===== config.mk =====
export PLATFORM = sky130hd
export DESIGN_NAME = fetch_queue
export DESIGN_NICKNAME = d
export VERILOG_FILES = /design/src/rtl/fetch_pkg.sv /design/src/rtl/fetch_fifo.sv /design/src/rtl/fetch_queue.sv
export SDC_FILE = /design/constraint.sdc
export NUM_CORES = 1
export LEC_CHECK = 0
export CAP_MARGIN = 25
export CORE_MARGIN = 5
export CORE_UTILIZATION = 45
export DETAILED_ROUTE_END_ITERATION = 8
export GPL_TIMING_DRIVEN = 1
export HOLD_SLACK_MARGIN = 0.05
export PLACE_DENSITY = 0.73
export SLEW_MARGIN = 25
export SYNTH_ARGS = -nofsm -noshare
export SYNTH_HDL_FRONTEND = slang
export SYNTH_SLANG_ARGS = --single-unit

===== constraint.sdc =====
create_clock -name clk -period 3.6 [get_ports clk]
set_clock_uncertainty 0.05 [all_clocks]
set_input_delay 0.9 -clock clk [delete_from_list [all_inputs] [get_ports clk]]
set_output_delay 0.9 -clock clk [all_outputs]
set_load 0.01 [all_outputs]

===== src/rtl/fetch_pkg.sv =====
// -----------------------------------------------------------------------------
// fetch_pkg
// Shared definitions for the instruction prefetch stage: default geometry,
// the FIFO entry layout and the sequential PC increment.
// -----------------------------------------------------------------------------
package fetch_pkg;

  localparam int FETCH_DW    = 32;  // default instruction width
  localparam int FETCH_AW    = 32;  // default address width
  localparam int FETCH_DEPTH = 4;   // default FIFO depth == fetch credit window
  localparam int PC_STEP     = 4;   // one word-aligned instruction

  // One buffered instruction together with the PC it was fetched from.
  typedef struct packed {
    logic [FETCH_DW-1:0] instr;
    logic [FETCH_AW-1:0] pc;
  } fetch_entry_t;

endpackage


===== src/rtl/fetch_fifo.sv =====
// -----------------------------------------------------------------------------
// fetch_fifo
// Shift-register FIFO. Entry 0 is always the head, so the head outputs come
// straight from flops. Flush has priority over push and pop. The producer must
// never push into a full FIFO unless it pops in the same cycle.
//
// Ports
//   clk          clock
//   rst          asynchronous reset, active low
//   i_push       write i_push_data at the tail
//   i_push_data  entry to write
//   i_pop        remove the head (ignored when empty)
//   i_flush      discard every entry
//   o_count      number of valid entries
//   o_head_valid registered "FIFO not empty"
//   o_head       registered head entry
// -----------------------------------------------------------------------------
module fetch_fifo
  import fetch_pkg::*;
#(
  parameter int  DEPTH   = FETCH_DEPTH,
  parameter type entry_t = fetch_entry_t,
  localparam int CW      = $clog2(DEPTH + 1),
  localparam int IW      = (DEPTH > 1) ? $clog2(DEPTH) : 1
) (
  input  logic          clk,
  input  logic          rst,
  input  logic          i_push,
  input  entry_t        i_push_data,
  input  logic          i_pop,
  input  logic          i_flush,
  output logic [CW-1:0] o_count,
  output logic          o_head_valid,
  output entry_t        o_head
);

  entry_t        r_mem [DEPTH];
  entry_t        w_mem_nxt [DEPTH];
  logic [CW-1:0] r_count;
  logic [CW-1:0] w_count_nxt;
  logic [CW-1:0] w_wr_slot;
  logic          r_valid;
  logic          w_pop;

  assign w_pop     = i_pop && (r_count != '0);
  // After a same-cycle pop, the tail slot has moved down by one.
  assign w_wr_slot = r_count - CW'(w_pop);

  always_comb begin
    // NOTE: every output of this block gets a default first; a path that
    // leaves one unassigned would infer a latch.
    w_mem_nxt   = r_mem;
    w_count_nxt = r_count;
    if (i_flush) begin
      w_count_nxt = '0;
    end else begin
      if (w_pop) begin
        for (int i = 0; i < DEPTH - 1; i++) begin
          w_mem_nxt[i] = r_mem[i+1];
        end
      end
      if (i_push) begin
        w_mem_nxt[IW'(w_wr_slot)] = i_push_data;
      end
      w_count_nxt = r_count - CW'(w_pop) + CW'(i_push);
    end
  end

  always_ff @(posedge clk or negedge rst) begin
    if (!rst) begin
      // NOTE: the storage is reset (unlike a RAM-style FIFO) because entry 0
      // drives the head outputs directly and they must read zero in reset.
      for (int i = 0; i < DEPTH; i++) begin
        r_mem[i] <= '0;
      end
      r_count <= '0;
      r_valid <= 1'b0;
    end else begin
      // NOTE: state registers use non-blocking assignments so every flop
      // samples the pre-edge values regardless of statement order.
      r_mem   <= w_mem_nxt;
      r_count <= w_count_nxt;
      r_valid <= (w_count_nxt != '0);
    end
  end

  assign o_count      = r_count;
  assign o_head_valid = r_valid;
  assign o_head       = r_mem[0];

endmodule


===== src/rtl/fetch_queue.sv =====
// -----------------------------------------------------------------------------
// fetch_queue
// Instruction prefetch stage. Issues sequential word-aligned fetch requests,
// buffers returned instructions with their PCs and hands them to decode. A
// redirect flushes the buffer, marks all outstanding responses as stale and
// restarts fetching at the new PC.
//
// Credit: a request is only issued while (in-flight + buffered) < DEPTH, so
// every outstanding response already owns a FIFO slot.
//
// Ports
//   clk, rst                   clock, asynchronous active-low reset
//   imem_req_valid/ready/addr  fetch request channel
//   imem_rsp_valid/rdata       in-order fetch responses
//   redirect, redirect_pc      one-cycle branch/jump redirect
//   instr_valid/ready          decode handshake
//   instr, instr_pc            head instruction and its PC
// -----------------------------------------------------------------------------
module fetch_queue
  import fetch_pkg::*;
#(
  parameter int            DW       = FETCH_DW,
  parameter int            AW       = FETCH_AW,
  parameter int            DEPTH    = FETCH_DEPTH,
  parameter logic [AW-1:0] RESET_PC = '0
) (
  input  logic          clk,
  input  logic          rst,
  output logic          imem_req_valid,
  input  logic          imem_req_ready,
  output logic [AW-1:0] imem_addr,
  input  logic          imem_rsp_valid,
  input  logic [DW-1:0] imem_rdata,
  input  logic          redirect,
  input  logic [AW-1:0] redirect_pc,
  output logic          instr_valid,
  input  logic          instr_ready,
  output logic [DW-1:0] instr,
  output logic [AW-1:0] instr_pc
);

  localparam int CW  = $clog2(DEPTH + 1);
  // Stale responses can still be pending when a new full window is issued
  // and redirected again, so the discard counter gets headroom over DEPTH.
  localparam int DCW = $clog2(2 * DEPTH + 1);

  typedef struct packed {
    logic [DW-1:0] instr;
    logic [AW-1:0] pc;
  } entry_t;

  logic [AW-1:0]  r_fetch_pc;
  logic [AW-1:0]  r_rsp_pc;
  logic [CW-1:0]  r_in_flight;
  logic [DCW-1:0] r_discard;

  logic [CW-1:0]  w_count;
  logic [CW:0]    w_credit_used;
  logic [AW-1:0]  w_redirect_pc;
  logic           w_accept;
  logic           w_drop;
  logic           w_keep;
  logic           w_pop;
  entry_t         w_push_data;
  entry_t         w_head;

  assign w_redirect_pc = {redirect_pc[AW-1:2], 2'b00};
  assign w_credit_used = {1'b0, r_in_flight} + {1'b0, w_count};

  // Qualified with rst: with all counters at zero the credit check alone
  // would present a request while reset is held.
  assign imem_req_valid = rst && !redirect && (w_credit_used < (CW+1)'(DEPTH));
  assign imem_addr      = r_fetch_pc;
  assign w_accept       = imem_req_valid && imem_req_ready;

  // Responses are in order, so the first r_discard of them are the stale ones.
  assign w_drop = (r_discard != '0);
  assign w_keep = imem_rsp_valid && !w_drop && !redirect;
  assign w_pop  = instr_valid && instr_ready && !redirect;

  assign w_push_data = '{instr: imem_rdata, pc: r_rsp_pc};

  always_ff @(posedge clk or negedge rst) begin
    if (!rst) begin
      r_fetch_pc  <= RESET_PC;
      r_rsp_pc    <= RESET_PC;
      r_in_flight <= '0;
      r_discard   <= '0;
    end else if (redirect) begin
      // A response landing in the redirect cycle is one of the stale ones
      // and is dropped here, so it does not join the discard count.
      r_fetch_pc  <= w_redirect_pc;
      r_rsp_pc    <= w_redirect_pc;
      r_in_flight <= '0;
      r_discard   <= r_discard + DCW'(r_in_flight) - DCW'(imem_rsp_valid);
    end else begin
      if (w_accept) begin
        r_fetch_pc <= r_fetch_pc + AW'(PC_STEP);
      end
      if (w_keep) begin
        r_rsp_pc <= r_rsp_pc + AW'(PC_STEP);
      end
      r_in_flight <= r_in_flight + CW'(w_accept) - CW'(w_keep);
      if (imem_rsp_valid && w_drop) begin
        r_discard <= r_discard - DCW'(1);
      end
    end
  end

  fetch_fifo #(
    .DEPTH   (DEPTH),
    .entry_t (entry_t)
  ) u_fifo (
    .clk          (clk),
    .rst          (rst),
    .i_push       (w_keep),
    .i_push_data  (w_push_data),
    .i_pop        (w_pop),
    .i_flush      (redirect),
    .o_count      (w_count),
    .o_head_valid (instr_valid),
    .o_head       (w_head)
  );

  assign instr    = w_head.instr;
  assign instr_pc = w_head.pc;

endmodule


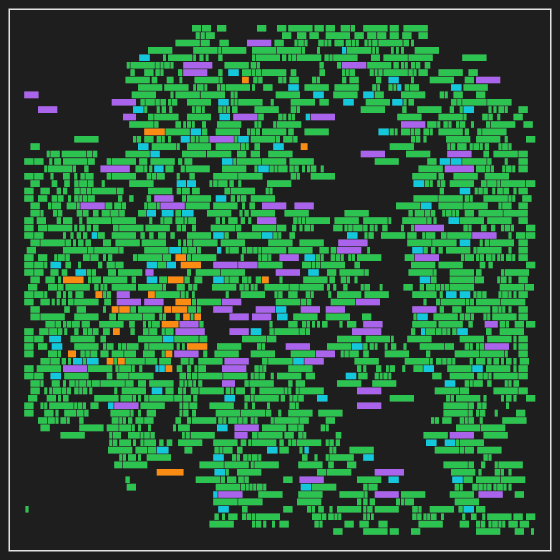
**Above:** cells by drive strength.
legend:
  green:
    size: drive 1 or less
    cells: 1530
    share: 89%
    most_used: dfrtp_1
  cyan:
    size: drive 2
    cells: 96
    share: 5.6%
    most_used: mux2_2
  purple:
    size: drive 6 and up
    cells: 71
    share: 4.1%
    most_used: clkbuf_16
  orange:
    size: drive 3 to 4
    cells: 26
    share: 1.5%
    most_used: buf_4
post-route setup slack: 0.513 ns
synthesis-to-finish area growth: 18.6%

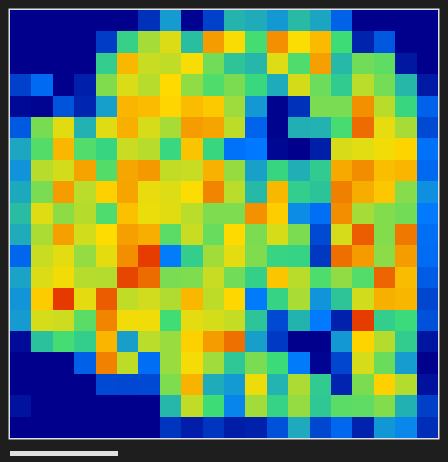
**Above:** local utilization.
Scale bar: 50 um. The die is cut into 20 by 20 equal tiles; dark blue is low, red is high, 0 to 100% covered.
densest ninth of the die: left middle
tiles over 75% full: 18%
mean over tiles: 47%
nearly empty tiles: 13%
fullest tile: 94%
floorplan core area: 0.0353 mm^2
fp util: 0.453

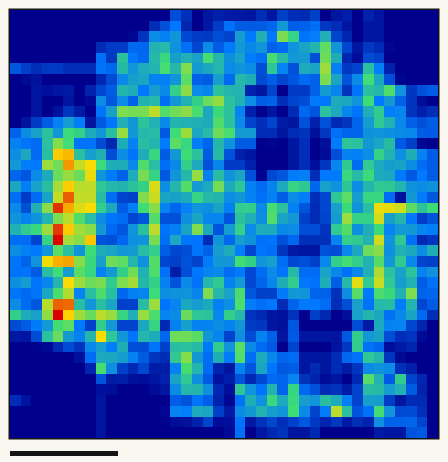
**Above:** wiring heat map.
Scale bar: 50 um. The die is cut into 40 by 40 equal tiles; dark blue is low, red is high, scaled to the fullest tile. Values are wire area over tile area, all layers added.
fullest tile: 0.63
nearly empty tiles: 16%
densest ninth of the die: left middle
Total Wirelength: 38300 um
average wire length per cell after detail routing: 17.5 um
Vias: 11971

==> summary.txt <==
Implementation results

The accumulated negative setup slack is 0 ns. For reference, the placement row count at floorplan is 69. The number of logged tool warnings is 35.

In this run, post-CTS hold repair placed 0 buffers. The via count of the first global-routing pass came to 11957. Setup repair after global routing left no endpoint under its margin. The clock drives 325 sinks. The count of multi-input combinational gates is roughly 1100. Summed over all cells, the static leakage comes to 0.00792 uW. The number of flip-flops under the largest register name is between 150 and 200. The final antenna diode count is 0. The tree is rooted in a clkbuf_16. Setup slack on the worst path after placement came out at 0.0368 ns.

The number of max-capacitance violations reported is 0. The combinational cell area excluding buffers and inverters is roughly 0.0067 mm^2. After global routing, the most crowded layer is met2. In the final layout, excluding clock buffers the buffer count is 194. The insertion delay at the late pin of the worst-skew pair is 0.52 ns. The report lists the number of cells resized after CTS as 0. The area taken by sequential standard cells is reported as roughly 0.0081 mm^2. The number of nets with antenna violations after routing is 0. The area of the mapped netlist is 0.0160 mm^2. The slack of the worst reg-to-reg path is 0.90 ns. At the pin with the least slew margin, the transition time is 1.05 ns. The design received a total of 461 well taps at floorplan.

The path type of the worst min-delay path is primary input to asynchronous set/reset pin. Counting instances in the post-synthesis netlist gives the leading cell types as dfrtp_1, nand2_1, o21ai_0, nor2_1, mux2_2. The internal cell power is just over 8000 uW. The total CTS buffers is 36. The wire length of the first global-routing pass is between 60000 and 70000 um. The number of endpoints with negative hold slack in the final report is 0.

The run finished with clean final reports. The yosys stat chip area is between 0.015 and 0.02 mm^2. In the routed design, unresolved DRC markers number 0. The required time at the endpoint of the critical path is 2.65 ns.

The share of the Yosys chip area taken by registers is 0.509. The width of the chip is a little under 200 um. The top power consumer group is sequential cells. Of all the cell area in the finished design, the clock network holds 0.0687.

The cell-mix breakdown from Yosys lists the simple-gate area share as 0.175. The number of buffer and inverter stages on the critical path is 1. Ranking logic cells in the layout by count gives the top entries dfrtp_1, nand2_1, o21ai_0.

Port buffering added 163 buffers. The worst path needs 3.09 ns of the cycle, external delays included. For this design, the slowest cell found on the critical path is clkdlybuf4s50_1.

The clock-pin slew of the registers on the worst-case setup and hold paths is 0.06 ns. The sequential fraction of total cell area is 0.429. The share of total power dissipated in combinational logic is 0.224. The cell-mix breakdown from Yosys lists the compound-gate area share as 0.111. The category of the worst setup path launch point is a flop. On met3, the global router reports a usage of 0.0378. The routed design uses roughly 18000 um of met2 wire. The max-slew violation total from the final report is 0. The XOR/XNOR share of the synthesized area is 0.0236.

Measured against its own limit, the worst slew margin works out to 0.297. The number of antenna violations at the first check in global routing is 0. The cell family contributing the most delay on the critical path is buffers and inverters. The sequential power reported by the tool is between 4000 and 5000 uW. After detailed placement, the total cell area comes to between 0.015 and 0.02 mm^2.

Per the CTS log, the buffer count on the longest clock path is 3. The number of buffers added for setup after CTS is 0. The switching power is 3190 uW. The worst register-to-register path ends at u_fifo.o_head_valid$_DFF_PN0_.

The filler-free cell count of the finished design is 2184. The number of clock buffers in the layout is roughly 46. The maximum number of pins on one net before global-route repair is slightly below 200. The detailed-routed wire length on met3 is between 2000 and 3000 um. For this run, the final setup violation count is recorded as 0. The script computed the net switching share of total power as 0.278.

The maximum resistive drop on vdd is a little over 400 uV. Per the timing report, the most critical flop-to-flop path originates at u_fifo.o_count[1]$_DFF_PN0_. The highest cell delay on the worst timing path is between 0.5 and 0.6 ns. Final hold analysis gives a worst-case slack of 0.435 ns. The dominant register cell is dfrtp_1. The overall chip area is roughly 0.04 mm^2. The tally of yosys warning messages is 0. The highest layer touched by signal routing is met4. For this run, the post-layout net count is 1788.

The pre-antenna-repair detailed-routing pass consisted of 5 iterations. Per the synth log, the flip-flop and latch total comes to 325. The top achievable clock speed is around 0.32 GHz. 168 I/O pins were placed. The utilization of the core after routing is 0.537. By area, the combinational part of the netlist is dominated by simple AND/OR/NAND/NOR gates. Of all flip-flops after synthesis, the portion carrying an async set or reset was 1.00.

STA classifies the critical path endpoint as an output port. The flop count is about 330. The layout filler cell count is around 3000. Per the timing report, the biggest fanout along the worst path comes to 3. After synthesis, the cell types taking the most area are dfrtp_1, nand2_1, o21ai_0. The power share of the clock group is 0.351. The largest total area in the synthesized netlist belongs to dfrtp_1. In this run, the synthesized area fraction spent on adder and majority cells is recorded as 0.0166. A synthesized cell averages roughly 9.7 um^2.

u_fifo.r_mem holds more flip-flops than any other register. The fraction of final cell area spent on non-clock buffers in this run is 0.111. The most common cell in the synthesized netlist is dfrtp_1. The number of DRC markers in iteration 0 is 792. The fraction of cell area in multi-input combinational cells is reported as 0.354. The design draws 11500 uW. Per the cell usage report, the commonest logic cell in the layout is dfrtp_1. Ranked by total area, the top cell class in this layout is registers. Total power normalized to cell area comes to 606 mW/mm^2.

The power dissipated in combinational cells is 2580 uW. Of the available clock period, the critical path in the final layout requires 0.858. The post-detailed-route via-to-cell ratio is 5.48.

The power in the clock group is 4030 uW. According to the timing report, the arrival time at the worst endpoint equals 2.14 ns. The vertical die dimension reported for this design is roughly 200 um. The mux share of post-synthesis cell area is 0.0901. After routing the design area is 0.0190 mm^2. Counting flops with a built-in enable in the synthesized netlist gives 0. The global-route total usage across every layer is 0.195. The fraction of layout cells with a size suffix above 1 is 0.112. Counting tap cells, the placed design contains a total of 2121 instances. The clock tree from TritonCTS is yes. Traced cell by cell, the critical path runs through ha_1 > nor3b_1 > and3_1 > clkdlybuf4s50_1.

The total overflow left after global routing is 0. The depth of the worst register-to-register path is 9. The count of unique library cells instantiated by Yosys is between 50 and 60.

After detailed routing, the wire length on met1 is about 17000 um. The met1 routing resource usage after global routing is 0.280.
==> worst max path at each step <==
stage | start | endpoint | slack, ns | cells past startpoint
2_1_floorplan | redirect | u_fifo.r_mem[33]$_DFFE_PN0P_ | 0.04 | 10
3_3_place_gp | instr_ready | u_fifo.o_head_valid$_DFF_PN0_ | 0.12 | 10
3_5_place_dp | instr_ready | u_fifo.o_head_valid$_DFF_PN0_ | 0.04 | 10
4_1_cts | r_in_flight[2]$_DFF_PN0_ | imem_req_valid | 0.50 | 4
5_1_grt | r_in_flight[2]$_DFF_PN0_ | imem_req_valid | 0.38 | 4
6_report | r_in_flight[2]$_DFF_PN0_ | imem_req_valid | 0.51 | 4
Power is estimated from default activity; no workload was simulated.
